Routed clock nets over the placement:
(3 px per µm)
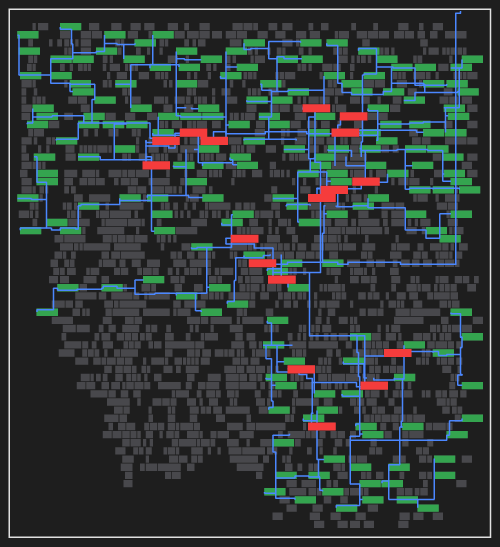
Clock routing:
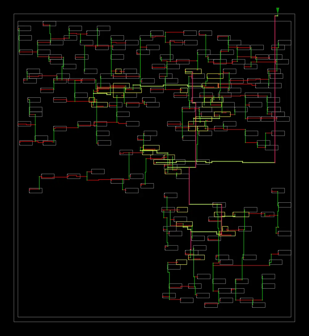
==> src/rtl/ipv4_rx_decoder.sv <==
// IPv4 receive header decoder: validates the header, strips header and options,
// and forwards the payload (UDP segment) with start/fin markers plus the
// addresses and payload length used by the downstream UDP pseudo-header.
module ipv4_rx_decoder #(
  parameter logic [7:0]  PROTOCOL    = 8'd17,
  parameter logic [15:0] MIN_PAYLOAD = 16'd8
) (
  input  logic        clk,
  input  logic        reset,
  input  logic        start,
  input  logic [31:0] data,
  output logic [31:0] src_ip,
  output logic [31:0] dest_ip,
  output logic [15:0] len_udp,
  output logic [31:0] data_out,
  output logic        start_out,
  output logic        valid_out,
  output logic        fin,
  output logic        ok,
  output logic        err
);

  localparam int unsigned ACC_W = 21;  // 15 header words x 2 halves x 16 bits fits
  localparam int unsigned CNT_W = 15;  // ceil(65535 / 4) payload words
  localparam int unsigned LEN_W = 17;  // length compares without overflow

  typedef enum logic [1:0] {
    IDLE    = 2'd0,
    HEADER  = 2'd1,
    PAYLOAD = 2'd2,
    DROP    = 2'd3
  } state_t;

  state_t           state_q, state_d;
  logic [3:0]       wcnt_q, wcnt_d;
  logic [3:0]       ihl_q, ihl_d;
  logic [15:0]      tlen_q, tlen_d;
  logic             ver_bad_q, ver_bad_d;
  logic             frag_bad_q, frag_bad_d;
  logic             proto_bad_q, proto_bad_d;
  logic [ACC_W-1:0] csum_q, csum_d;
  logic [CNT_W-1:0] pcnt_q, pcnt_d;
  logic             first_q, first_d;

  logic [31:0]      src_ip_d, dest_ip_d, data_out_d;
  logic [15:0]      len_udp_d;
  logic             start_out_d, valid_out_d, fin_d, ok_d, err_d;

  logic [ACC_W-1:0] sum_w;
  logic [16:0]      fold1;
  logic [15:0]      fold2;
  logic [LEN_W-1:0] hdr_bytes;
  logic [LEN_W-1:0] tlen_ext;
  logic [15:0]      pay_len;
  logic [CNT_W-1:0] pay_words;
  logic             hdr_bad;
  logic [31:0]      last_mask;

  // Next-state, header checks and output computation
  always_comb begin
    state_d     = state_q;
    wcnt_d      = wcnt_q;
    ihl_d       = ihl_q;
    tlen_d      = tlen_q;
    ver_bad_d   = ver_bad_q;
    frag_bad_d  = frag_bad_q;
    proto_bad_d = proto_bad_q;
    csum_d      = csum_q;
    pcnt_d      = pcnt_q;
    first_d     = first_q;
    src_ip_d    = src_ip;
    dest_ip_d   = dest_ip;
    len_udp_d   = len_udp;
    data_out_d  = data_out;
    ok_d        = ok;
    start_out_d = 1'b0;
    valid_out_d = 1'b0;
    fin_d       = 1'b0;
    err_d       = 1'b0;

    // Running checksum including the current word, folded twice at the end
    sum_w     = csum_q + ACC_W'(data[31:16]) + ACC_W'(data[15:0]);
    fold1     = 17'(sum_w[15:0]) + 17'(sum_w[ACC_W-1:16]);
    fold2     = fold1[15:0] + 16'(fold1[16]);
    hdr_bytes = LEN_W'({ihl_q, 2'b00});
    tlen_ext  = LEN_W'(tlen_q);
    pay_len   = tlen_q - 16'({ihl_q, 2'b00});
    pay_words = CNT_W'((LEN_W'(pay_len) + LEN_W'(3)) >> 2);
    hdr_bad   = ver_bad_q | frag_bad_q | proto_bad_q | (fold2 != 16'hFFFF) |
                (tlen_ext < hdr_bytes + LEN_W'(MIN_PAYLOAD));

    // Keep only the valid byte lanes of the final payload word
    case (len_udp[1:0])
      2'd1:    last_mask = 32'hFF00_0000;
      2'd2:    last_mask = 32'hFFFF_0000;
      2'd3:    last_mask = 32'hFFFF_FF00;
      default: last_mask = 32'hFFFF_FFFF;
    endcase

    if (start) begin
      // Any start begins a new packet; an in-flight one is dropped silently
      ok_d        = 1'b0;
      ihl_d       = data[27:24];
      tlen_d      = data[15:0];
      ver_bad_d   = (data[31:28] != 4'd4);
      frag_bad_d  = 1'b0;
      proto_bad_d = 1'b0;
      csum_d      = ACC_W'(data[31:16]) + ACC_W'(data[15:0]);
      wcnt_d      = 4'd1;
      if (data[27:24] < 4'd5) begin
        err_d   = 1'b1;
        state_d = IDLE;
      end else begin
        state_d = HEADER;
      end
    end else begin
      case (state_q)
        IDLE: begin
        end
        HEADER: begin
          csum_d = sum_w;
          wcnt_d = wcnt_q + 4'd1;
          case (wcnt_q)
            4'd1:    frag_bad_d  = data[13] | (data[12:0] != 13'd0);
            4'd2:    proto_bad_d = (data[23:16] != PROTOCOL);
            4'd3:    src_ip_d    = data;
            4'd4:    dest_ip_d   = data;
            default: ;
          endcase
          if (wcnt_q == ihl_q - 4'd1) begin
            if (!hdr_bad) begin
              ok_d      = 1'b1;
              len_udp_d = pay_len;
              pcnt_d    = pay_words;
              first_d   = 1'b1;
              state_d   = PAYLOAD;
            end else begin
              ok_d  = 1'b0;
              err_d = 1'b1;
              if (tlen_ext >= hdr_bytes && pay_words != CNT_W'(0)) begin
                pcnt_d  = pay_words;
                state_d = DROP;
              end else begin
                state_d = IDLE;
              end
            end
          end
        end
        PAYLOAD: begin
          valid_out_d = 1'b1;
          start_out_d = first_q;
          first_d     = 1'b0;
          data_out_d  = data;
          pcnt_d      = pcnt_q - CNT_W'(1);
          if (pcnt_q == CNT_W'(1)) begin
            fin_d      = 1'b1;
            data_out_d = data & last_mask;
            state_d    = IDLE;
          end
        end
        DROP: begin
          pcnt_d = pcnt_q - CNT_W'(1);
          if (pcnt_q == CNT_W'(1)) begin
            state_d = IDLE;
          end
        end
        default: state_d = IDLE;
      endcase
    end
  end

  // State and output registers
  always_ff @(posedge clk) begin
    if (reset) begin
      state_q     <= IDLE;
      wcnt_q      <= '0;
      ihl_q       <= '0;
      tlen_q      <= '0;
      ver_bad_q   <= 1'b0;
      frag_bad_q  <= 1'b0;
      proto_bad_q <= 1'b0;
      csum_q      <= '0;
      pcnt_q      <= '0;
      first_q     <= 1'b0;
      src_ip      <= '0;
      dest_ip     <= '0;
      len_udp     <= '0;
      data_out    <= '0;
      start_out   <= 1'b0;
      valid_out   <= 1'b0;
      fin         <= 1'b0;
      ok          <= 1'b0;
      err         <= 1'b0;
    end else begin
      state_q     <= state_d;
      wcnt_q      <= wcnt_d;
      ihl_q       <= ihl_d;
      tlen_q      <= tlen_d;
      ver_bad_q   <= ver_bad_d;
      frag_bad_q  <= frag_bad_d;
      proto_bad_q <= proto_bad_d;
      csum_q      <= csum_d;
      pcnt_q      <= pcnt_d;
      first_q     <= first_d;
      src_ip      <= src_ip_d;
      dest_ip     <= dest_ip_d;
      len_udp     <= len_udp_d;
      data_out    <= data_out_d;
      start_out   <= start_out_d;
      valid_out   <= valid_out_d;
      fin         <= fin_d;
      ok          <= ok_d;
      err         <= err_d;
    end
  end

endmodule

==> config.mk <==
export PLATFORM = sky130hd
export DESIGN_NAME = ipv4_rx_decoder
export DESIGN_NICKNAME = d
export VERILOG_FILES = /design/src/rtl/ipv4_rx_decoder.sv
export SDC_FILE = /design/constraint.sdc
export NUM_CORES = 1
export LEC_CHECK = 0
export CAP_MARGIN = 20
export CORE_ASPECT_RATIO = 1.1
export CORE_MARGIN = 2
export CORE_UTILIZATION = 40
export CTS_BUF_LIST = sky130_fd_sc_hd__clkbuf_16
export DETAILED_ROUTE_END_ITERATION = 7
export GPL_TIMING_DRIVEN = 0
export HOLD_SLACK_MARGIN = 0.08
export MAX_ROUTING_LAYER = met4
export SLEW_MARGIN = 20
export SYNTH_ARGS = -nofsm -noshare
export SYNTH_HDL_FRONTEND = slang
export SYNTH_SLANG_ARGS = --single-unit
==> constraint.sdc <==
create_clock -name clk -period 6.45 [get_ports clk]
set_input_delay 0.645 -clock clk [delete_from_list [all_inputs] [get_ports clk]]
set_output_delay 0.645 -clock clk [all_outputs]
set_load 0.01 [all_outputs]
==> job_summary.md <==
### Metrics collected by this job

| Metric | Value |
|---|---|
| Status | `complete, no violations` |
| CP Class | `input port to register` |
| DIE AREA | `28,080 µm²` |
| WHS | `0.4558 ns` |
| GR Util met1 | `34.30%` |
| DR vias/cell | `5.710` |
| Repair and plain buffers | `236` |
| Final hold violation count | `0` |
| Worst Slack Setup Final | `0.2160 ns` |
| Clock slew at reported path FFs | `0.08 ns` |
| Slowest stage delay, CP | `0.54 ns` |
| Fin. max-slew vios | `0` |
| Worst EP arrival | `6.58 ns` |
| Grt total ovfl | `0` |
| Final core utilization | `52.45%` |
| Register share after synthesis | `34.24%` |
| Yosys warns | `0` |
| Post-layout nets | `1,582` |
| Met2 WL post-DR | `18.98 mm` |
| Fin crit share | `96.65%` |
| Tightest Pin Transition | `0.9834 ns` |
| Gpl congestion | `0.9367` |
| Post-synth EDFFs | `0` |
| Syn Area/Cell | `8.379 µm²` |
| Dpl cells | `1,780` |
| Syn nets | `1,391` |
| Worst vdd ir | `0.0001335 V` |
| Final setup viols | `0` |
| CTS tree | `built` |
| Cell variety after synth | `85` |
| Port Buffers | `151` |
| Layout area overhead | `28.53%` |
| M2 GR Usage | `46.45%` |
| Async set-reset flop share out of synthesis | `0%` |
| Top class by area | `combinational gates` |
| Regs by FF count | `data_out: 32 flops, dest_ip: 32 flops, src_ip: 32 flops` |
| Critical path peak fanout | `8` |
| PD cells | `264.2 nW/µm²` |
| YS chip area | `10,700 µm²` |
| Top-area cell share | `34.24%` |
| Die W | `159.9 µm` |
| Signal inverters | `40` |
| Synth Cell Area | `10,700 µm²` |
Back to the opening pictures, 'routed clock nets over the placement':
[cells driving clock nets] red | count: 17
[flip-flops] green | count: 183
[clock wires] blue | length: 2,450 µm
flops lie: all over the die
routed clock nets: 18
Late-Pin Clk Latency: 0.45 ns
Clock Skew: 0.02452 ns
Clock Power: 1.14 mW
clock share of power: 31.3%

Back to the opening pictures, 'clock routing':
total CTS buffers: 17
Seq cells: 183
Sink Count: 183
CLK BUF: 17

==> placed cells by master (no fill, tap or decap), drive strengths merged, types with 19 or more instances in the layout <==
cell / instances
a21oi: 136
mux2i: 21
a211oi: 19
clkbuf: 81
clkdlybuf4s50: 123
nand2: 189
buf: 41
nor3: 25
xor2: 29
nand3: 22
o21ai: 34
or3: 24
fa: 21
nor2: 105
inv: 46
dfxtp: 183
o31ai: 23
nand4: 23
a22o: 32
ha: 58
xnor2: 37
==> cells by family (layout without fill, tap and decap cells) <==
logic type / Yosys count / after routing / synth area share [%]
AND-OR/OR-AND: 347 / 347 / 22.01
multiplexers: 23 / 23 / 2.175
AND/OR/NAND/NOR: 475 / 475 / 21.67
buffers and inverters: 104 / 308 / 3.800
XOR/XNOR: 66 / 66 / 5.402
flip-flops: 183 / 183 / 34.24
adder cells (fa/ha/maj): 79 / 79 / 10.71
other: 0 / 1 / 0
==> path summary, 6_finish.rpt <==
path / start / to / cells past startpoint
worst min-delay path: dest_ip[28] / dest_ip[28] / 2
worst min register to register: dest_ip[28] / dest_ip[28] / 2
worst max-delay path: data[1] / len_udp[8] / 29
worst max register to register: csum_q[1] / len_udp[8] / 28
==> worst max-delay path: cells and delay by family <==
kind / cells / cell delay, ns
buffers and inverters: 3 / 0.25
AND-OR/OR-AND: 11 / 2.45
AND/OR/NAND/NOR: 8 / 1.16
adder cells (fa/ha/maj): 6 / 1.92
XOR/XNOR: 1 / 0.15
==> power breakdown <==
group	internal, mW	switching (mW)	total, mW	leakage [nW]
registers	1.15	0.0236	1.18	1.48
clock network	0.574	0.564	1.14	0.311
logic	0.501	0.818	1.32	3.17
total	2.23	1.41	3.63	4.96
Power and IR drop assume default switching activity.
